### src/rtl/serial_addsub_pkg.sv
// Shared constants for the bit-serial add/subtract unit.
package serial_addsub_pkg;

  typedef enum logic [1:0] {
    ST_IDLE = 2'd0,
    ST_RUN  = 2'd1,
    ST_DONE = 2'd2
  } state_t;

  localparam logic MODE_ADD = 1'b0;
  localparam logic MODE_SUB = 1'b1;

endpackage

### src/rtl/serial_addsub_fa_fs_cell.sv
// One-bit full adder / full subtractor cell, reused every cycle by serial_addsub.
module fa_fs_cell
  import serial_addsub_pkg::*;
(
  input  logic a,
  input  logic b,
  input  logic c,
  input  logic mode,
  output logic r,
  output logic c_out
);

  logic x;

  // Sum and difference share the same XOR chain; only carry vs borrow differs.
  always_comb begin
    x = a ^ b;
    r = x ^ c;
    if (mode == MODE_SUB) begin
      c_out = (~a & b) | (c & ~x);
    end else begin
      c_out = (a & b) | (c & x);
    end
  end

endmodule

### src/rtl/serial_addsub.sv
// Bit-serial add/subtract: one cell, WIDTH cycles per operation, LSB first.
//
// state   | meaning
// --------+-----------------------------------------------------------
// ST_IDLE | waiting for start; outputs hold the last completed result
// ST_RUN  | one operand bit per clock through the cell, busy=1
// ST_DONE | single-cycle done pulse; start here chains the next operation
module serial_addsub
  import serial_addsub_pkg::*;
#(
  parameter int WIDTH = 8
) (
  input  logic             clk,
  input  logic             rst,
  input  logic             start,
  input  logic             mode,
  input  logic [WIDTH-1:0] a,
  input  logic [WIDTH-1:0] b,
  output logic             busy,
  output logic             done,
  output logic [WIDTH-1:0] result,
  output logic             cout,
  output logic             ovf
);

  localparam int CW = $clog2(WIDTH);
  localparam logic [CW-1:0] CNT_LAST = CW'(WIDTH - 1);

  state_t           state;
  logic [WIDTH-1:0] sh_a;
  logic [WIDTH-1:0] sh_b;
  // Holds the WIDTH-1 most recent result bits; the final bit joins them on entry to DONE.
  logic [WIDTH-2:0] sh_r;
  logic             mode_q;
  logic             carry_q;
  logic [CW-1:0]    cnt;

  logic             cell_r;
  logic             cell_c;
  logic             accept;
  logic [WIDTH-1:0] r_next;

  fa_fs_cell u_cell (
    .a     (sh_a[0]),
    .b     (sh_b[0]),
    .c     (carry_q),
    .mode  (mode_q),
    .r     (cell_r),
    .c_out (cell_c)
  );

  // A new request is taken only when no operation is in flight.
  always_comb begin
    accept = start && ((state == ST_IDLE) || (state == ST_DONE));
    r_next = {cell_r, sh_r};
  end

  // Sequencing FSM with registered outputs; result/flags load only on the last bit.
  always_ff @(posedge clk or posedge rst) begin
    if (rst) begin
      state   <= ST_IDLE;
      sh_a    <= '0;
      sh_b    <= '0;
      sh_r    <= '0;
      mode_q  <= MODE_ADD;
      carry_q <= 1'b0;
      cnt     <= '0;
      busy    <= 1'b0;
      done    <= 1'b0;
      result  <= '0;
      cout    <= 1'b0;
      ovf     <= 1'b0;
    end else if (accept) begin
      state   <= ST_RUN;
      sh_a    <= a;
      sh_b    <= b;
      mode_q  <= mode;
      carry_q <= 1'b0;
      cnt     <= '0;
      busy    <= 1'b1;
      done    <= 1'b0;
    end else begin
      case (state)
        ST_RUN: begin
          sh_a    <= sh_a >> 1;
          sh_b    <= sh_b >> 1;
          sh_r    <= r_next[WIDTH-1:1];
          carry_q <= cell_c;
          cnt     <= cnt + 1'b1;
          if (cnt == CNT_LAST) begin
            // carry_q still holds the carry/borrow into the MSB at this point.
            result <= r_next;
            cout   <= cell_c;
            ovf    <= carry_q ^ cell_c;
            busy   <= 1'b0;
            done   <= 1'b1;
            state  <= ST_DONE;
          end
        end
        ST_DONE: begin
          done  <= 1'b0;
          state <= ST_IDLE;
        end
        default: begin
          done  <= 1'b0;
          busy  <= 1'b0;
          state <= ST_IDLE;
        end
      endcase
    end
  end

endmodule

### config.mk
export PLATFORM = sky130hd
export DESIGN_NAME = serial_addsub
export DESIGN_NICKNAME = d
export VERILOG_FILES = /design/src/rtl/serial_addsub_pkg.sv /design/src/rtl/serial_addsub_fa_fs_cell.sv /design/src/rtl/serial_addsub.sv
export SDC_FILE = /design/constraint.sdc
export NUM_CORES = 1
export LEC_CHECK = 0
export CAP_MARGIN = 20
export CORE_MARGIN = 2
export CORE_UTILIZATION = 35
export CTS_CLUSTER_SIZE = 28
export DETAILED_ROUTE_END_ITERATION = 7
export GPL_ROUTABILITY_DRIVEN = 0
export HOLD_SLACK_MARGIN = 0.03
export PLACE_DENSITY = 0.63
export SYNTH_ARGS = -nofsm -noshare
export SYNTH_HDL_FRONTEND = slang
export SYNTH_SLANG_ARGS = --single-unit
### constraint.sdc
create_clock -name clk -period 1.69 [get_ports clk]
set_input_delay 0.338 -clock clk [delete_from_list [all_inputs] [get_ports clk]]
set_output_delay 0.338 -clock clk [all_outputs]
set_load 0.02 [all_outputs]
==> out/qor.txt, run 1 <==
Clock Pin Slew Worst Setup and Hold Paths: 0.08 ns
Grt total ovfl: 0
Unique cell types: 26
Worst Clk Skew: 0.00620 ns
Setup TNS Final: 0 ns
Count of final hold-check violations: 0
Final instance area: 2320 sq um
Measured slew at the worst slew-check pin: 0.314 ns
FMAX: 0.632 GHz
Final setup violation count: 0
Vias in the first global route: 1291
Antenna diodes: 0
Clk pwr: 821 uW
Non-CTS inverters: 6
Root Buffer: clkbuf_8
Top delay family on crit path: buffers and inverters
Die X: 74.6 microns
Initial DRC count: 82
Seq pwr share: 0.390
Post-Syn Area: 1740 sq um
Max-slew violations: 0
Outcome: finished, final reports clean
Synth Seq Share: 0.588
Max-Cap Viols: 0
Yosys chip area: 1740 sq um
Max H-tree Level: 2
Largest net degree at the start of global routing: 42
Vias after detailed routing: 1256
Die ar.: 5560 sq um
Sw Ratio: 0.351
Cycle use final: 0.936
Power Internal: 2.84 mW
Crit path capture type: primary output
Top Ports: 32
Power, Total: 4.38 mW
Worst Path Required: 1.35 ns
Crit Path Category: flip-flop to primary output
Slew margin rel.: 0.791
Static Leakage: 1.08 nW
Clk pwr share: 0.187
Bufs w/o clock: 46
Max incr delay on CP: 0.60 ns
Area Growth Syn to Fin: 32.9%
Clk cell area share: 0.0518
Die H: 74.6 microns
Final min period: 1.58 ns
CP max-delay cell: clkdlybuf4s50_1
Layout Nets: 227
N_taps: 67
Placed insts: 263
Clk_lat worst skew: 0.29 ns
Largest cell class by area: flip-flops and latches
Num CTS Buffers: 5
Dpl hpwl: 2310 microns
DP Area: 2200 sq um
Rows: 25
Seq cells: 41
Arrival time worst endpoint: 1.24 ns
Post-synth EDFFs: 0
Top cell type by total area after synthesis: dfrtp_1
Combinational power share: 0.423
RSZ-0062 raised after global routing: no
DRC viols: 0
Setup slack after layout: 0.109 ns
Most common logic cells in the final layout: dfrtp_1 (41), nand2_1 (33), clkdlybuf4s50_1 (29), buf_4 (14)
Post-synth top area share: 0.588
Worst Path Buf+Inv: 1
Core area: 4750 sq um
CP Launch Type: flip-flop
Initial core utilization: 0.367
Logic area: 628 sq um
PortBufs: 31
Crit-path max FO: 2
CTS max path bufs: 2
# clk buffers: 6
-- run 1: path summary, 6_finish.rpt --
path | end | slack, ns | depth (start not counted) | startpoint
min in group clk | sh_r[0]$_DFFE_PP0P_ | 0.48 | 2 | sh_r[0]$_DFFE_PP0P_
worst max register to register | ovf$_DFFE_PP0P_ | 0.15 | 5 | sh_b[0]$_DFFE_PP0P_
worst min register to register | sh_r[0]$_DFFE_PP0P_ | 0.48 | 2 | sh_r[0]$_DFFE_PP0P_
worst max-delay path | result[7] | 0.11 | 1 | result[7]$_DFFE_PP0P_
max in group asynchronous | sh_b[1]$_DFFE_PP0P_ | 1.09 | 3 | rst
worst min-delay path | result[1]$_DFFE_PP0P_ | 0.40 | 3 | rst
-- run 1: sequential cells by signal (all words and copies together) (netlist names), 2 cells and up --
register,cells
state,2
sh_b,8
sh_r,7
sh_a,8
result,8
cnt,3
-- run 1: Yosys cell counts, types with 4 or more instances --
library cell,n
inv_1,5
nor3_1,7
o22ai_1,5
a22o_1,4
buf_2,6
nor2_1,8
o21ai_0,5
nand2_1,33
mux2_2,8
nand3_1,7
dfrtp_1,41
a22oi_1,6
-- run 1: routing by layer --
metal | track usage | share of wire | vias to the layer above
li1 | - | - | 630
met1 | 0.183 | 0.48 | 589
met2 | 0.226 | 0.46 | 31
met3 | 0.0528 | 0.048 | 6
met4 | 0.0417 | 0.014 | 0
met5 | 0 | 0 | -
-- run 1: cell families after synthesis --
kind of cell | synth area share
AOI/OAI and AO/OA | 0.110
adders and majority gates | 0.0373
buffers and inverters | 0.0516
DFF | 0.588
muxes | 0.0517
and+or+nand+nor | 0.161
-- run 1: what timing repair did --
| item | 4_1_cts | 5_1_grt |
|---|---|---|
| setup endpoints to repair | 1 | 1 |
| gates resized | 1 | 1 |
| hold buffers | 0 | 0 |
Figure 1. Routing congestion map (run 1).
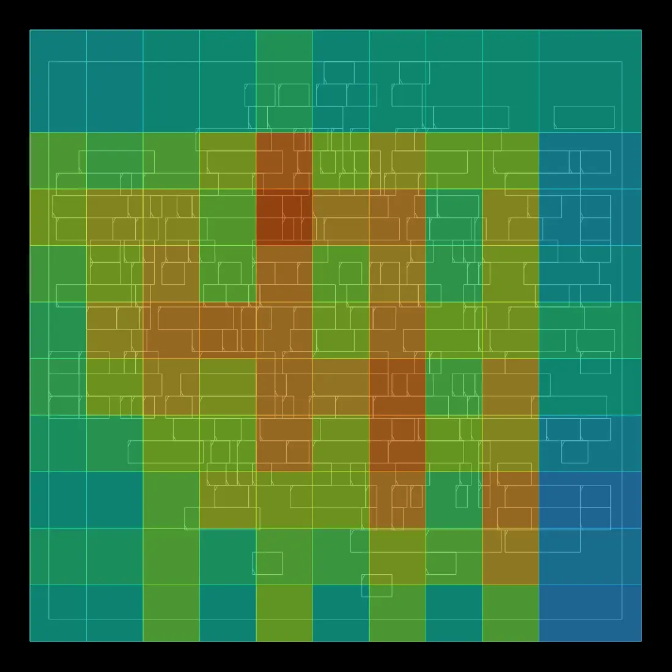
M1 GR Usage: 0.183
busiest layer in global routing: met2
grt met2 use: 0.226
wire length per cell: 12.0 microns
met3 Use GR: 0.0528

Figure 2. Where the registers sit (run 1).
Bar = 20 microns.
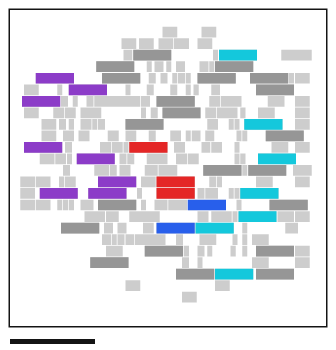
cnt: marked red, placed flops 3. sh_r: marked cyan, placed flops 7. state: marked blue, placed flops 2. sh_b: marked purple, placed flops 8, where middle left.
register share of the cell area: 0.443
P_seq: 1.71 mW
Final Util: 0.487
Register Area: 1030 sq um

Figure 3. Gate-type map (run 1).
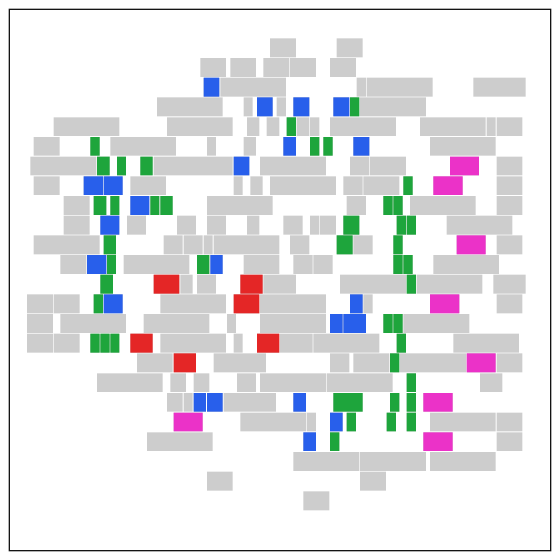
NAND gates: marked green, cells 43. inverting AOI/OAI gates: marked blue, cells 22. AND-OR and OR-AND gates: marked red, cells 6. multiplexers: marked magenta, cells 8.
final cell count without fillers: 271
most numerous logic cell after layout: dfrtp_1
logic share of the area: 0.271

==> run 2, diff against run 1 <==
--- a/config.mk
+++ b/config.mk
@@ -13,6 +13,7 @@
 export GPL_ROUTABILITY_DRIVEN = 0
 export HOLD_SLACK_MARGIN = 0.03
 export PLACE_DENSITY = 0.63
+export SLEW_MARGIN = 20
 export SYNTH_ARGS = -nofsm -noshare
 export SYNTH_HDL_FRONTEND = slang
 export SYNTH_SLANG_ARGS = --single-unit
Figure 4. Drive-strength map (run 2).
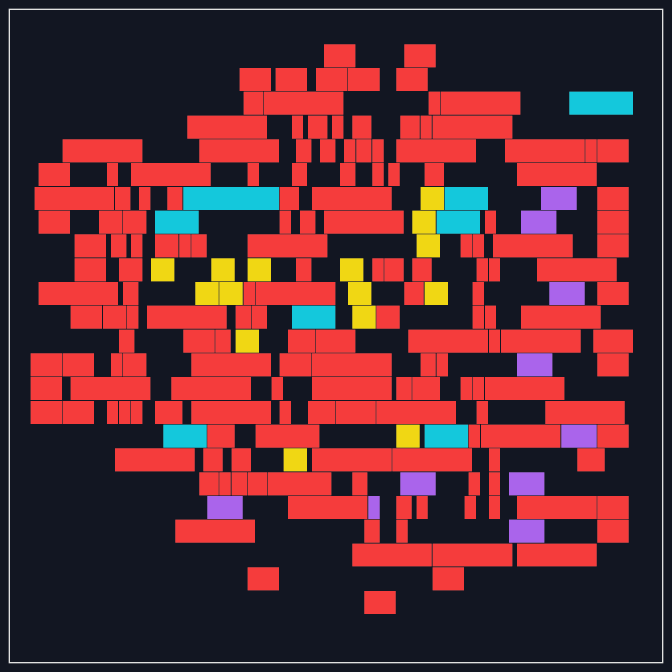
drive 1 or less: marked red, cells 171, most used dfrtp_1. drive 2: marked purple, cells 10, most used mux2_2. drive 3 to 4: marked yellow, cells 15, most used buf_4. drive 6 and up: marked cyan, cells 8, most used clkbuf_8.

Figure 5. Where the registers sit (run 2).
Bar = 20 microns.
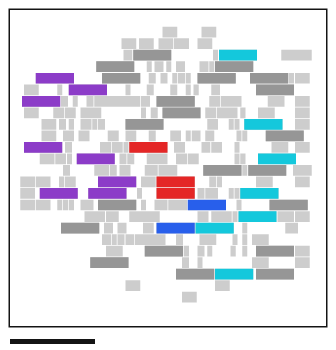
sh_b: marked purple, placed flops 8, where middle left. sh_r: marked cyan, placed flops 7. cnt: marked red, placed flops 3. state: marked blue, placed flops 2.
Another 21 sequential cells are not colored.

==> run 2 against run 1 <==
Against the previous run:
- final area unchanged
- die size unchanged
- count of clock-buffer cells in the layout did not move
- synthesized cell count stayed put
- via count unchanged
- sequential share of layout area did not move
- global-route usage unchanged
- setup slack stayed put
- critical path depth is the same
- clock skew did not move
- non-clock buffer count did not move
- sequential cell count did not move
- critical path type unchanged
- critical endpoint unchanged
==> out/qor.txt, run 2 <==
Outcome: finished, final reports clean
Dpl hpwl: 2310 microns
Clock Pin Slew Worst Setup and Hold Paths: 0.08 ns
R2R Setup Slk: 0.15 ns
Setup TNS Final: 0 ns
RSZ-0062 raised after global routing: no
Largest regs: result (8), sh_a (8), sh_b (8)
Largest net degree at the start of global routing: 42
Met3 Use GR: 0.0528
Count of final hold-check violations: 0
Initial DRC count: 82
Max-Cap Viols: 0
Final setup violation count: 0
Core area: 4750 sq um
DR top layer: met4
Worst Path Buf+Inv: 1
Slew margin rel.: 0.791
Max-slew violations: 0
Setup slack after layout: 0.109 ns
List of most frequent post-synthesis cells: dfrtp_1 (41), nand2_1 (33), mux2_2 (8), nor2_1 (8)
CP max-delay cell: clkdlybuf4s50_1
Most numerous logic cell after layout: dfrtp_1
Grt met2 use: 0.226
Rows: 25
Top Ports: 32
Area Growth Syn to Fin: 32.9%
Post-Syn Area: 1740 sq um
Post-synth top area share: 0.588
Reg2reg start: sh_b[0]$_DFFE_PP0P_
Unique cell types: 26
Measured slew at the worst slew-check pin: 0.314 ns
Reg2reg end: ovf$_DFFE_PP0P_
Reg2Reg Depth: 5
DR WL met2: 1490 microns
Clk_lat worst skew: 0.29 ns
Vias in the first global route: 1291
Worst Path Required: 1.35 ns
[run 2: kinds of logic (layout without fill, tap and decap cells)]
kind of cell | count (synthesis) | after routing | synth area share
compound gates | 28 | 28 | 0.110
fa+ha+maj | 4 | 4 | 0.0373
buf+inv | 16 | 60 | 0.0516
flops | 41 | 41 | 0.588
mux | 8 | 8 | 0.0517
simple gates | 63 | 63 | 0.161
[run 2: layout make-up]
class                   count  area (sq um)  area share
flip-flops and latches     41          1030       0.443
multi-input cells         103           628       0.271
repair buffers             46           437       0.188
well taps                  67          83.8      0.0362
clock buffers               6          82.6      0.0356
clock inverters             2          37.5      0.0162
inverters                   6          22.5     0.00972
[run 2: worst max-delay path by stage]
stage,start,endpoint,slack [ns],depth (start not counted)
floorplan,carry_q$_DFFE_PP0P_,ovf$_DFFE_PP0P_,0.19,5
global placement,start,sh_b[0]$_DFFE_PP0P_,-0.05,5
detailed placement,start,sh_b[0]$_DFFE_PP0P_,-0.04,5
CTS,busy$_DFFE_PP0P_,busy,0.05,1
global route,cnt[0]$_DFFE_PP0P_,cout$_DFFE_PP0P_,0.02,5
finish,result[7]$_DFFE_PP0P_,result[7],0.11,1
[run 2: repair_timing]
action | in CTS | in global routing
hold buffers | 0 | 0
endpoints found under the hold margin | 0 | 0
gates resized | 1 | 1
endpoints found under the setup margin | 1 | 1
[run 2: power by group]
group          internal (mW)  switching, mW  leakage [nW]  total, mW
clock network          0.480          0.340        0.0574      0.821
registers               1.44          0.263         0.508       1.71
logic                  0.918          0.933         0.514       1.85
[run 2: per-stage QoR]
step           hold WS, ns  area (sq um)  instances
2_1_floorplan        0.442          1740        160
3_3_place_gp         0.463          2200        263
3_5_place_dp         0.473          2200        263
4_1_cts              0.404          2310        271
5_1_grt              0.416          2320        271
6_report             0.397          2320        271
Power is estimated from default activity; no workload was simulated.
